### src/rtl/noc_pkg.sv
// ============================================================================
// noc_pkg : shared NoC types, flit field positions and XY routing function
// Rev 1.0 : initial release
// ============================================================================
`default_nettype none

package noc_pkg;

   typedef enum logic [2:0] {
      DIR_N    = 3'b000,
      DIR_S    = 3'b001,
      DIR_W    = 3'b010,
      DIR_E    = 3'b011,
      DIR_L    = 3'b100,
      DIR_NONE = 3'b111
   } dir_t;

   typedef enum logic [1:0] {
      ST_IDLE  = 2'd0,
      ST_ROUTE = 2'd1,
      ST_REQ   = 2'd2,
      ST_SEND  = 2'd3
   } req_state_t;

   localparam int NUM_PORTS    = 5;
   // Widest coordinate the routing function accepts; callers zero-extend.
   localparam int COORD_MAX_W  = 8;
   // Destination fields sit in the low bits of the flit, field k at k*COORD_W.
   localparam int DEST_X_FIELD = 0;
   localparam int DEST_Y_FIELD = 1;

   // Dimension-ordered routing: resolve X fully before Y.
   function automatic dir_t xy_route(
      input logic [COORD_MAX_W-1:0] dest_x,
      input logic [COORD_MAX_W-1:0] dest_y,
      input logic [COORD_MAX_W-1:0] my_x,
      input logic [COORD_MAX_W-1:0] my_y
   );
      if (dest_x > my_x)      return DIR_E;
      else if (dest_x < my_x) return DIR_W;
      else if (dest_y > my_y) return DIR_N;
      else if (dest_y < my_y) return DIR_S;
      else                    return DIR_L;
   endfunction

endpackage

`default_nettype wire

### src/rtl/noc_flit_fifo.sv
// ============================================================================
// noc_flit_fifo : power-of-two circular flit buffer with occupancy count
// Rev 1.0 : initial release
// ============================================================================
`default_nettype none

module noc_flit_fifo #(
   parameter int FLIT_W = 32,
   parameter int DEPTH  = 4
) (
   input  logic                       clk,
   input  logic                       reset,
   input  logic                       push,
   input  logic [FLIT_W-1:0]          push_data,
   input  logic                       pop,
   output logic                       full,
   output logic                       empty,
   output logic [$clog2(DEPTH):0]     count,
   output logic [FLIT_W-1:0]          head
);
   import noc_pkg::*;

   localparam int AW = $clog2(DEPTH);

   logic [FLIT_W-1:0] mem [DEPTH];
   logic [AW-1:0]     wr_ptr;
   logic [AW-1:0]     rd_ptr;

   assign full  = (count == (AW+1)'(DEPTH));
   assign empty = (count == '0);
   assign head  = mem[rd_ptr];

   // Storage needs no reset: only entries between the pointers are ever read.
   always_ff @(posedge clk) begin
      if (push) begin
         mem[wr_ptr] <= push_data;
      end
   end

   always_ff @(posedge clk) begin
      if (!reset) begin
         wr_ptr <= '0;
         rd_ptr <= '0;
         count  <= '0;
      end else begin
         if (push) wr_ptr <= wr_ptr + AW'(1);
         if (pop)  rd_ptr <= rd_ptr + AW'(1);
         case ({push, pop})
            2'b10:   count <= count + (AW+1)'(1);
            2'b01:   count <= count - (AW+1)'(1);
            default: count <= count;
         endcase
      end
   end

endmodule

`default_nettype wire

### src/rtl/noc_input_port_requester.sv
// ============================================================================
// noc_input_port_requester : router input port - buffers flits, XY-routes the
// head, requests an output port and drives granted flits into the crossbar
// Rev 1.0 : initial release
// ============================================================================
`default_nettype none

module noc_input_port_requester #(
   parameter int FLIT_W      = 32,
   parameter int COORD_W     = 2,
   parameter int DEPTH       = 4,
   parameter int MY_X        = 0,
   parameter int MY_Y        = 0,
   parameter int STALL_LIMIT = 16
) (
   input  logic              clk,
   input  logic              reset,
   input  logic [FLIT_W-1:0] flit_i,
   input  logic              flit_valid_i,
   output logic              flit_ready_o,
   output logic [2:0]        nexthop_addr_o,
   input  logic [4:0]        grant_i,
   output logic [FLIT_W-1:0] flit_o,
   output logic              flit_valid_o,
   output logic              change_order_o,
   output logic              stall_o
);
   import noc_pkg::*;

   localparam int AW    = $clog2(DEPTH);
   localparam int CNT_W = $clog2(STALL_LIMIT + 1);

   req_state_t         state;
   dir_t               dir_q;
   dir_t               route_dir;
   logic               push;
   logic               pop;
   logic               fifo_full;
   logic               fifo_empty;
   logic [AW:0]        fifo_count;
   logic [FLIT_W-1:0]  head;
   logic [COORD_W-1:0] dest_x;
   logic [COORD_W-1:0] dest_y;
   logic               granted;
   logic               more_after_pop;
   logic [CNT_W-1:0]   stall_cnt;
   logic [CNT_W-1:0]   stall_inc;

   assign flit_ready_o = ~fifo_full;
   assign push         = flit_valid_i & flit_ready_o;
   assign pop          = (state == ST_SEND);

   noc_flit_fifo #(
      .FLIT_W (FLIT_W),
      .DEPTH  (DEPTH)
   ) u_fifo (
      .clk       (clk),
      .reset     (reset),
      .push      (push),
      .push_data (flit_i),
      .pop       (pop),
      .full      (fifo_full),
      .empty     (fifo_empty),
      .count     (fifo_count),
      .head      (head)
   );

   assign dest_x    = head[DEST_X_FIELD*COORD_W +: COORD_W];
   assign dest_y    = head[DEST_Y_FIELD*COORD_W +: COORD_W];
   assign route_dir = xy_route(COORD_MAX_W'(dest_x), COORD_MAX_W'(dest_y),
                               COORD_MAX_W'(MY_X),   COORD_MAX_W'(MY_Y));

   // Only the grant line of the requested output port matters.
   always_comb begin
      granted = 1'b0;
      case (dir_q)
         DIR_N:   granted = grant_i[0];
         DIR_S:   granted = grant_i[1];
         DIR_W:   granted = grant_i[2];
         DIR_E:   granted = grant_i[3];
         DIR_L:   granted = grant_i[4];
         default: granted = 1'b0;
      endcase
   end

   // A push landing in the SEND cycle also leaves a flit behind.
   assign more_after_pop = (fifo_count != (AW+1)'(1)) | push;
   assign stall_inc      = (stall_cnt == CNT_W'(STALL_LIMIT)) ? stall_cnt
                                                              : stall_cnt + CNT_W'(1);

   // stall_cnt holds the ordinal of the current REQ cycle, so stall_o is
   // registered yet rises in the STALL_LIMIT-th REQ cycle itself.
   always_ff @(posedge clk) begin
      if (!reset) begin
         state          <= ST_IDLE;
         dir_q          <= DIR_NONE;
         nexthop_addr_o <= DIR_NONE;
         flit_o         <= '0;
         flit_valid_o   <= 1'b0;
         change_order_o <= 1'b0;
         stall_cnt      <= '0;
         stall_o        <= 1'b0;
      end else begin
         flit_valid_o   <= 1'b0;
         change_order_o <= 1'b0;
         stall_cnt      <= '0;
         stall_o        <= 1'b0;
         case (state)
            ST_IDLE: begin
               nexthop_addr_o <= DIR_NONE;
               if (!fifo_empty) state <= ST_ROUTE;
            end
            ST_ROUTE: begin
               dir_q          <= route_dir;
               nexthop_addr_o <= route_dir;
               stall_cnt      <= CNT_W'(1);
               stall_o        <= (CNT_W'(1) == CNT_W'(STALL_LIMIT));
               state          <= ST_REQ;
            end
            ST_REQ: begin
               if (granted) begin
                  flit_o         <= head;
                  flit_valid_o   <= 1'b1;
                  change_order_o <= 1'b1;
                  state          <= ST_SEND;
               end else begin
                  stall_cnt <= stall_inc;
                  stall_o   <= (stall_inc == CNT_W'(STALL_LIMIT));
               end
            end
            ST_SEND: begin
               nexthop_addr_o <= DIR_NONE;
               state          <= more_after_pop ? ST_ROUTE : ST_IDLE;
            end
            default: begin
               nexthop_addr_o <= DIR_NONE;
               state          <= ST_IDLE;
            end
         endcase
      end
   end

endmodule

`default_nettype wire

### config.mk
export PLATFORM = sky130hd
export DESIGN_NAME = noc_input_port_requester
export DESIGN_NICKNAME = d
export VERILOG_FILES = /design/src/rtl/noc_pkg.sv /design/src/rtl/noc_flit_fifo.sv /design/src/rtl/noc_input_port_requester.sv
export SDC_FILE = /design/constraint.sdc
export NUM_CORES = 1
export LEC_CHECK = 0
export CORE_MARGIN = 2
export CORE_UTILIZATION = 35
export DETAILED_ROUTE_END_ITERATION = 12
export PLACE_DENSITY = 0.54
export SYNTH_ARGS = -nofsm -noshare
export SYNTH_HDL_FRONTEND = slang
export SYNTH_SLANG_ARGS = --single-unit
export TNS_END_PERCENT = 20
### constraint.sdc
create_clock -name clk -period 2.53 [get_ports clk]
set_clock_uncertainty 0.2 [all_clocks]
set_input_delay 0.3795 -clock clk [delete_from_list [all_inputs] [get_ports clk]]
set_output_delay 0.3795 -clock clk [all_outputs]
set_load 0.02 [all_outputs]
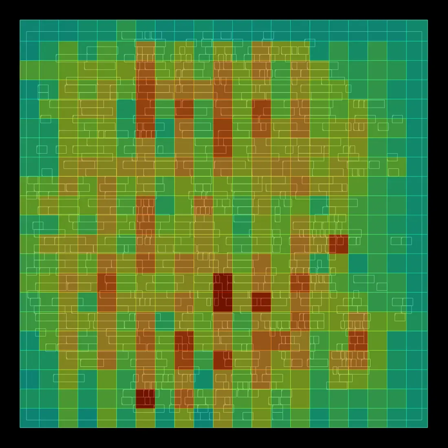
run_1/congestion.png
GR Layer Usage met3: 4.08%
Finished Core Util: 45.1%

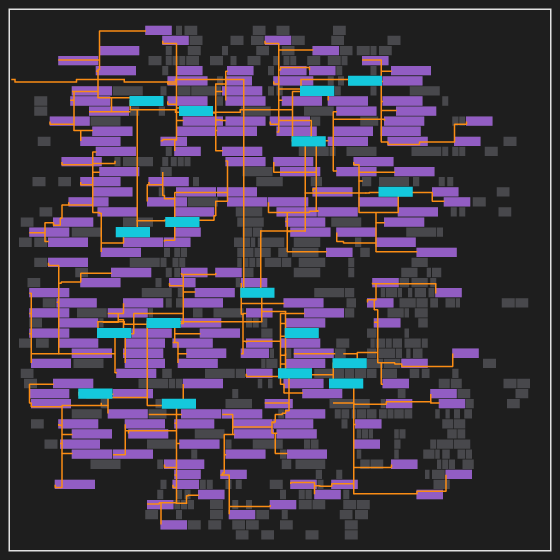
run_1/clk_routes.png
[clock drivers] cyan | count: 17
[clock wires] orange | length: 1980 µm
[flip-flops] purple | count: 182
routed clock nets: 18
clock share of power: 34.6%
Clk. pwr: 2.49 mW
clk_lat worst skew: 0.42 ns

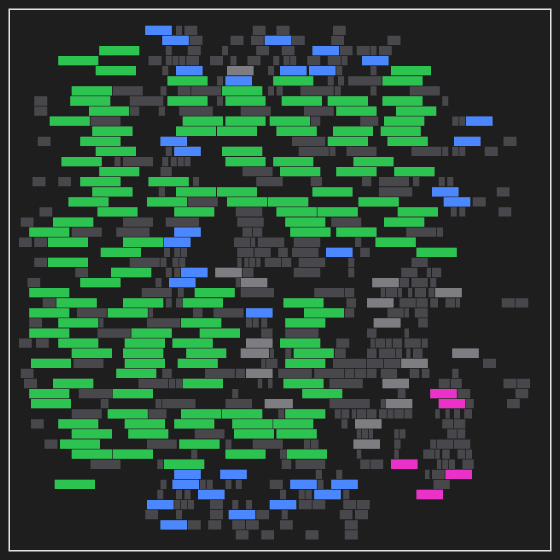
run_1/flops_by_reg.png
Other sequential cells in the stronger grey, the rest of the logic in the fainter grey.
| name in the netlist | colour | flops |
|---|---|---|
| stall_cnt | magenta | 5 |
| u_fifo.mem | green | 128 |
| flit_o | blue | 32 |

==> impl_metrics.toml, run 1 <==
# physical design summary
[sta]
worstMarginPinSlew_ns = 0.578
fin_ws_ns = 0.140
slew_violations = 0
fin_crit_ns = 2.39
rsz0062_at_grt = "false"

[pwr]
finalPower_mw = 7.19
p_switching_mw = 1.88
seqPwrFrac_pct = 48.5
power_density_nw_per_um2 = 814
switching_share_pct = 26.1
vdd_drop_max_uv = 506
p_leak_nw = 2.84

[placement]
globalplace.congestion = 0.740
port-buffer-count = 76

[synth]
top_area_share_pct = 54.8
syn_nets = 503
ys_cells = 447
synth-main-ff-cell = "edfxtp_1"
synth_cells = 447
yosysSeqAreaShare_pct = 70.2
ys_async_sr_fraction_pct = 0
ys_area_um2 = 7010
area_leaders = "edfxtp_1 (55%), dfxtp_1 (15%), mux4_2 (10%)"
top_area_cell = "edfxtp_1"

[clocking]
cts_made_buffers = 17
hold_buffers = 0
ctsLongestPathBuffers = 2
cts_setup_buffers = 0
cts.repair.resized = 0
cts_tree = "done"

[detailed_routing]
via_per_inst = 4.94
drtPass1Iterations = 4

[final_layout]
regArea_um2 = 4930
layout_top_cell = "edfxtp_1"
drive_gt1_share_pct = 16.9
num-nets-final = 593
comb_area_um2 = 1930
area_growth_syn_to_layout_pct = 25.9
layout_top_cells = "edfxtp_1 (128), clkdlybuf4s50_1 (76), dfxtp_1 (52)"

[outcome]
status = "finished, final reports clean"

[setup_path]
cp.arrival_ns = 1.81
worst-endpoint-required_ns = 1.95
cp-start-kind = "register"
r2r_slack_ns = 0.39

[global_routing]
grt_start_max_net_pins = 34
antenna_found_initial = 0
track_usage_pct = 14.3

[floorplanning]
die-width_um = 146
fp_util_pct = 35.8
std_cell_rows = 51
die_h_um = 146

[job]
drv_cap = 0
## run 1: path summary, 6_finish.rpt
check / from / endpoint / cells past startpoint
worst min-delay path: flit_o[13] / flit_o[13] / 2
worst max register to register: register / nexthop_addr_o[2] / 4
worst max-delay path: u_fifo.count[0] / flit_ready_o / 4
worst min register to register: flit_o[13] / flit_o[13] / 2
## run 1: state kept, by name (all words and copies together) (netlist names), named ones only
signal and flops:
u_fifo.count 3, u_fifo.rd_ptr 2, dir_q 2, u_fifo.wr_ptr 2, state 2, stall_cnt 5
change_order_o 1, nexthop_addr_o 2, stall_o 1, u_fifo.mem 128, flit_o 32
## run 1: worst max-delay path: stages (launching register included)
cell and delay, ns:
dfxtp_1 0.39, inv_1 0.08, ha_1 0.24, nand2_1 0.08, clkdlybuf4s50_1 0.59
## run 1: cell usage after synthesis (3+ instances only)
library cell and n:
xnor2_1 4, buf_2 3, ha_1 16, o211ai_1 3
nor3_1 3, nand2_1 4, clkbuf_1 15, buf_1 4
o21ai_0 36, xor2_1 5, buf_4 3, and2_1 4
mux4_2 32, a31oi_1 3, edfxtp_1 128, nor2_1 14
a21oi_1 37, nand2b_1 3, dfxtp_1 54, inv_1 11
mux2i_1 4, nor2b_1 3, nand3_1 37
## run 1: logic make-up (layout without fill, tap and decap cells)
logic type / Yosys count / in the layout / share of synthesized area [%]
DFF: 182 / 182 / 70.2
buffers and inverters: 38 / 141 / 2.35
and+or+nand+nor: 79 / 79 / 5.94
xor gates and xnor gates: 9 / 9 / 1.12
muxes: 36 / 36 / 10.8
adders and majority gates: 16 / 16 / 2.85
AOI/OAI and AO/OA: 87 / 87 / 6.67
## run 1: metal layers
| layer | vias to the layer above | track usage [%] | part of all wire [%] |
|---|---|---|---|
| met5 | - | 0 | 0 |
| met4 | 0 | 4.02 | 0.92 |
| met3 | 11 | 4.08 | 3.8 |
| met2 | 85 | 24.7 | 52 |
| met1 | 2036 | 17.7 | 43 |
| li1 | 1894 | - | - |
## run 1: layout make-up
| class | count | share of cell area [%] |
|---|---|---|
| repair buffers | 97 | 11.7 |
| multi-input cells | 227 | 21.9 |
| clock buffers | 21 | 5.22 |
| well taps | 265 | 3.76 |
| flip-flops and latches | 182 | 55.8 |
| inverters | 12 | 0.510 |
| clock inverters | 11 | 1.13 |
## run 1: power by group through the flow
stage,sequential [mW],combinational [mW],clock (mW)
3_3_place_gp,3.54,1.20,0
6_report,3.49,1.21,2.49
2_1_floorplan,3.56,0.723,0
5_1_grt,3.51,1.33,2.68
4_1_cts,3.49,1.23,2.54
3_5_place_dp,3.55,1.23,0
## run 1: per-stage QoR
stage / instance area (µm²) / hold slack (ns) / instances
floorplan: 7010 / 0.256 / 447
global placement: 8270 / 0.269 / 783
detailed placement: 8270 / 0.267 / 783
CTS: 8830 / 0.276 / 815
global route: 8830 / 0.289 / 815
finish: 8830 / 0.275 / 815
==> run 1 -> run 2 <==
--- a/config.mk
+++ b/config.mk
@@ -5,7 +5,8 @@
 export SDC_FILE = /design/constraint.sdc
 export NUM_CORES = 1
 export LEC_CHECK = 0
-export CORE_MARGIN = 2
+export CAP_MARGIN = 20
+export CORE_MARGIN = 3
 export CORE_UTILIZATION = 35
 export DETAILED_ROUTE_END_ITERATION = 12
 export PLACE_DENSITY = 0.54
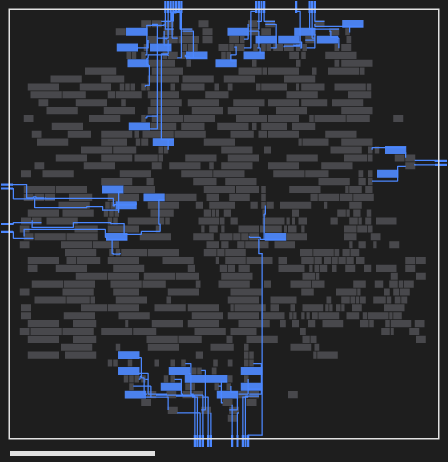
run_2/io_fan.png
The bar under the picture is 50 µm long.
| port | colour | direction | end cells | buffers | wire |
|---|---|---|---|---|---|
| flit_o | blue | output | 32 | 32 | 1120 µm |
Ports: 79
Port Buffer Count: 76

==> run 2 against run 1 <==
Count of clock-buffer cells in the layout unchanged. Synthesized area is the same. Routed wire length grew 1.4%. Design area shrank 0.47%. Fmax decreased by 0.47%. First-iteration DRC count is 17% lower. Power is 0.75% higher. Sequential share of layout area increased by 0.26 points. Via count rose by 0.70%. Flip-flop count did not move. Register-to-register slack worse by 0.04 ns. Global-route usage is 0.21 points lower. Highest routed layer unchanged.
==> impl_metrics.toml, run 2 <==
# physical design summary
[synth]
syn_nets = 503
ys_cells = 447
top_cell = "edfxtp_1"
yosysSeqAreaShare_pct = 70.2
synth-main-ff-cell = "edfxtp_1"
ys_sh_xor_pct = 1.12
logic_family = "multiplexers"
ys_async_sr_fraction_pct = 0
ys_area_um2 = 7010
mux_share_pct = 10.8
top_area_share_pct = 54.8
synthTopCellsByCount = "edfxtp_1 (128), dfxtp_1 (54), a21oi_1 (37), nand3_1 (37), o21ai_0 (36)"
area_leaders = "edfxtp_1 (55%), dfxtp_1 (15%), mux4_2 (10%)"
ys_sh_aoi_pct = 6.67
synth_cells = 447

[outcome]
status = "finished, final reports clean"

[floorplanning]
die-width_um = 148
std_cell_rows = 51
die_h_um = 148
fp_util_pct = 35.8

[final_layout]
layout_top_cell = "edfxtp_1"
regArea_um2 = 4930
reg.largest.list = "u_fifo.mem x128, flit_o x32, stall_cnt x5"
drive_gt1_share_pct = 16.7
area_growth_syn_to_layout_pct = 25.3
comb_area_um2 = 1930
top_register = "u_fifo.mem"

[placement]
pre_cts_ws_ns = 0.168
globalplace.congestion = 0.705

[setup_path]
cp.arrival_ns = 1.82
cpPeakStageDelay_ns = 0.60
path_cells = "inv_1 > ha_1 > nand2_1 > clkdlybuf4s50_1"
worst-endpoint-required_ns = 1.95
critPathSlowestCell = "clkdlybuf4s50_1"

[sta]
fin_ws_ns = 0.129
worst_hold_slack_ns = 0.277
worstMarginPinSlew_ns = 0.565
rsz0062_at_grt = "false"
fin_crit_ns = 2.40
slew_violations = 0

[clocking]
ctsLongestPathBuffers = 2
cts_made_buffers = 17
hold_buffers = 0
cts_setup_buffers = 0
cts.repair.resized = 0
clkLatencyLatePin_ns = 0.42

[worst_hold_path]
hp-class = "reg2reg"

[pwr]
vdd_drop_max_uv = 524
power_density_nw_per_um2 = 824
p_leak_nw = 2.84

[job]
drv_cap = 0

[detailed_routing]
drtPass1Iterations = 4
wire_per_inst_um = 18.0
drt_iter0_markers = 227
via_per_inst = 4.96

[global_routing]
antenna_found_initial = 0
track_usage_pct = 14.1
[run 2: layer usage]
| layer | global-route usage [%] | vias up | wire length, µm |
|---|---|---|---|
| met3 | 3.43 | 18 | 582 |
| met4 | 4.47 | 0 | 230 |
| li1 | - | 1894 | - |
| met5 | 0 | - | 0 |
| met2 | 23.2 | 87 | 7350 |
| met1 | 18.6 | 2055 | 6570 |
[run 2: final timing paths]
path                                 startpoint              end  slack, ns  cells after the start
worst max-delay path            u_fifo.count[0]     flit_ready_o       0.13                      4
worst min-delay path                  flit_o[4]        flit_o[4]       0.28                      2
worst max register to register  u_fifo.count[0]  u_fifo.count[2]       0.35                      7
worst min register to register        flit_o[4]        flit_o[4]       0.28                      2
[run 2: worst max-delay path: cells and delay by family (launching register included)]
family	cells	cell delay, ns
buf+inv	2	0.69
flops	1	0.40
fa+ha+maj	1	0.24
simple gates	1	0.08
[run 2: cells by family (layout without fill, tap and decap cells)]
| logic type | Yosys count | count (layout) |
|---|---|---|
| XOR/XNOR | 9 | 9 |
| adder cells (fa/ha/maj) | 16 | 16 |
| multiplexers | 36 | 36 |
| AND/OR/NAND/NOR | 79 | 79 |
| flip-flops | 182 | 182 |
| AND-OR/OR-AND | 87 | 87 |
| buffers and inverters | 38 | 143 |
[run 2: final cells by class]
class                           instances  share of cell area, %
Timing Repair Buffer                   99                   11.2
Clock buffer                           21                   5.01
Tap cell                              265                   3.77
Multi-Input combinational cell        227                   22.0
Sequential cell                       182                   56.1
Clock inverter                         11                   1.44
Inverter                               12                  0.513
[run 2: report_power, final]
part           switching, mW  internal [mW]  total, mW  leakage [nW]
Combinational          0.698          0.495       1.19         0.952
Sequential            0.0994           3.39       3.49          1.61
Clock                   1.10           1.46       2.56         0.271
Total                   1.89           5.35       7.24          2.84
[run 2: metrics by stage]
| stage | util (%) | cell area, µm² | std cells | power (mW) |
|---|---|---|---|---|
| after floorplan | - | 7010 | 447 | 4.28 |
| after global placement | 42.0 | 8220 | 785 | 4.74 |
| after detailed placement | 42.0 | 8220 | 785 | 4.77 |
| after CTS | 44.9 | 8790 | 817 | 7.34 |
| after global routing | 44.9 | 8790 | 817 | 7.58 |
| final | 44.9 | 8790 | 817 | 7.24 |
==> run 2 -> run 3 <==
--- a/config.mk
+++ b/config.mk
@@ -9,6 +9,7 @@
 export CORE_MARGIN = 3
 export CORE_UTILIZATION = 35
 export DETAILED_ROUTE_END_ITERATION = 12
+export GPL_TIMING_DRIVEN = 1
 export PLACE_DENSITY = 0.54
 export SYNTH_ARGS = -nofsm -noshare
 export SYNTH_HDL_FRONTEND = slang
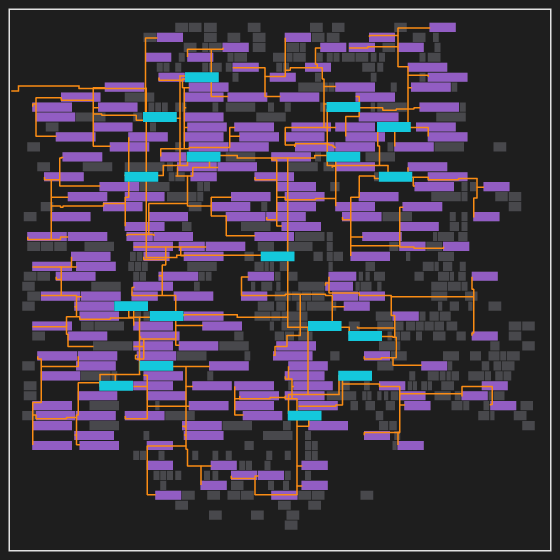
run_3/clk_routes.png
[clock drivers] cyan | count: 17
[clock wires] orange | length: 2060 µm
[flip-flops] purple | count: 182
flops lie: spread over the die

==> run 3 against run 2 <==
Design area unchanged. Clock power about the same. Combinational power about the same. Final cell count unchanged. Non-clock buffer count unchanged. Power unchanged. Synthesized area unchanged. Setup slack unchanged. Largest cell class unchanged.
==> impl_metrics.toml, run 3 <==
# physical design summary
[outcome]
status = "finished, final reports clean"

[clocking]
numClockSinks = 182
h-tree-depth = 4
clkLatencyLatePin_ns = 0.42
ctsLongestPathBuffers = 2
cts_made_buffers = 17
cts_root_buf = "clkbuf_16"
cts_setup_buffers = 0
hold_buffers = 0
cts.repair.resized = 0
cts_tree = "done"

[final_layout]
fillers = 1771
stdcell_area_um2 = 8790
antennaDiodeCount = 0
fin_cells = 817
num-nets-final = 595
largest_reg_flops = 128
layout_top_cell = "edfxtp_1"
top_register = "u_fifo.mem"
layout_top_cells = "edfxtp_1 (128), clkdlybuf4s50_1 (76), dfxtp_1 (52)"
drive_gt1_share_pct = 16.7
reg.largest.list = "u_fifo.mem x128, flit_o x32, stall_cnt x5"
area_growth_syn_to_layout_pct = 25.3

[sta]
fin_crit_ns = 2.40
slew_violations = 0
fmax_ghz = 0.416
post-route-period-util_pct = 94.9
fin_ws_ns = 0.129
rsz0062_at_grt = "false"
worstMarginPinSlew_ns = 0.565

[synth]
synth-main-ff-cell = "edfxtp_1"
ys_area_um2 = 7010
synthTopCellsByCount = "edfxtp_1 (128), dfxtp_1 (54), a21oi_1 (37), nand3_1 (37), o21ai_0 (36)"
top_area_share_pct = 54.8
yosysUniqueCellTypes = 41
ys_async_sr_fraction_pct = 0
yosysSeqAreaShare_pct = 70.2
ys_warn_count = 0
syn_nets = 503
area_leaders = "edfxtp_1 (55%), dfxtp_1 (15%), mux4_2 (10%)"
top_area_cell = "edfxtp_1"
synth_cells = 447
ys_cells = 447
top_cell = "edfxtp_1"

[detailed_routing]
drtPass1Iterations = 4
wire_per_inst_um = 18.0
via_per_inst = 4.96
drt_iter0_markers = 227

[placement]
pre_cts_ws_ns = 0.168
port-buffer-count = 76
dpl.cell_count = 785
globalplace.congestion = 0.705
placed_cell_area_um2 = 8220

[setup_path]
crit_path_max_fanout = 4
cp-start-kind = "register"
r2r_slack_ns = 0.35
endpoint_kind = "primary output"
worst-endpoint-required_ns = 1.95
cp.arrival_ns = 1.82

[global_routing]
grt_start_max_net_pins = 26
track_usage_pct = 14.1
antenna_found_initial = 0

[pwr]
vdd_drop_max_uv = 524
p_leak_nw = 2.84
power_density_nw_per_um2 = 824
finalPower_mw = 7.24

[floorplanning]
std_cell_rows = 51
die_h_um = 148
die-width_um = 148
io_pins = 79
fp_util_pct = 35.8

[job]
drv_cap = 0

[worst_hold_path]
hp-class = "reg2reg"
[run 3: cell families after synthesis]
group,synth area share [%]
adders and majority gates,2.85
muxes,10.8
AOI/OAI and AO/OA,6.67
buffers and inverters,2.35
xor gates and xnor gates,1.12
DFF,70.2
and+or+nand+nor,5.94
[run 3: worst paths after layout]
check | start | endpoint | cells past startpoint
setup / recovery | u_fifo.count[0] | flit_ready_o | 4
setup reg to reg | u_fifo.count[0] | u_fifo.count[2] | 7
hold / removal | flit_o[4] | flit_o[4] | 2
hold reg to reg | flit_o[4] | flit_o[4] | 2
[run 3: metal layers]
metal  global-route usage, %  wire (µm)  share of wire, %  vias up
li1                        -          -                 -     1894
met1                    18.6       6570                45     2055
met2                    23.2       7350                50       87
met3                    3.43        582               4.0       18
met4                    4.47        230               1.6        0
met5                       0          0                 0        -
[run 3: final cells by class]
class / instances / area, µm² / area share [%]
Sequential cell: 182 / 4930 / 56.1
Multi-Input combinational cell: 227 / 1930 / 22.0
Timing Repair Buffer: 99 / 983 / 11.2
Clock buffer: 21 / 440 / 5.01
Tap cell: 265 / 332 / 3.77
Clock inverter: 11 / 126 / 1.44
Inverter: 12 / 45.0 / 0.513
[run 3: stage by stage]
stage	util [%]	hold WS [ns]
3_5_place_dp	42.0	0.268
6_report	44.9	0.277
3_3_place_gp	42.0	0.267
2_1_floorplan	-	0.256
5_1_grt	44.9	0.305
4_1_cts	44.9	0.278
[run 3: power breakdown]
group	internal [mW]	leakage, nW	switching, mW
clock	1.46	0.271	1.10
sequential	3.39	1.61	0.0994
combinational	0.495	0.952	0.698
total	5.35	2.84	1.89
[run 3: critical path, stage by stage, from the launching register on]
cell             delay, ns
dfxtp_1               0.40
inv_1                 0.09
ha_1                  0.24
nand2_1               0.08
clkdlybuf4s50_1       0.60
Power is estimated from default activity; no workload was simulated.
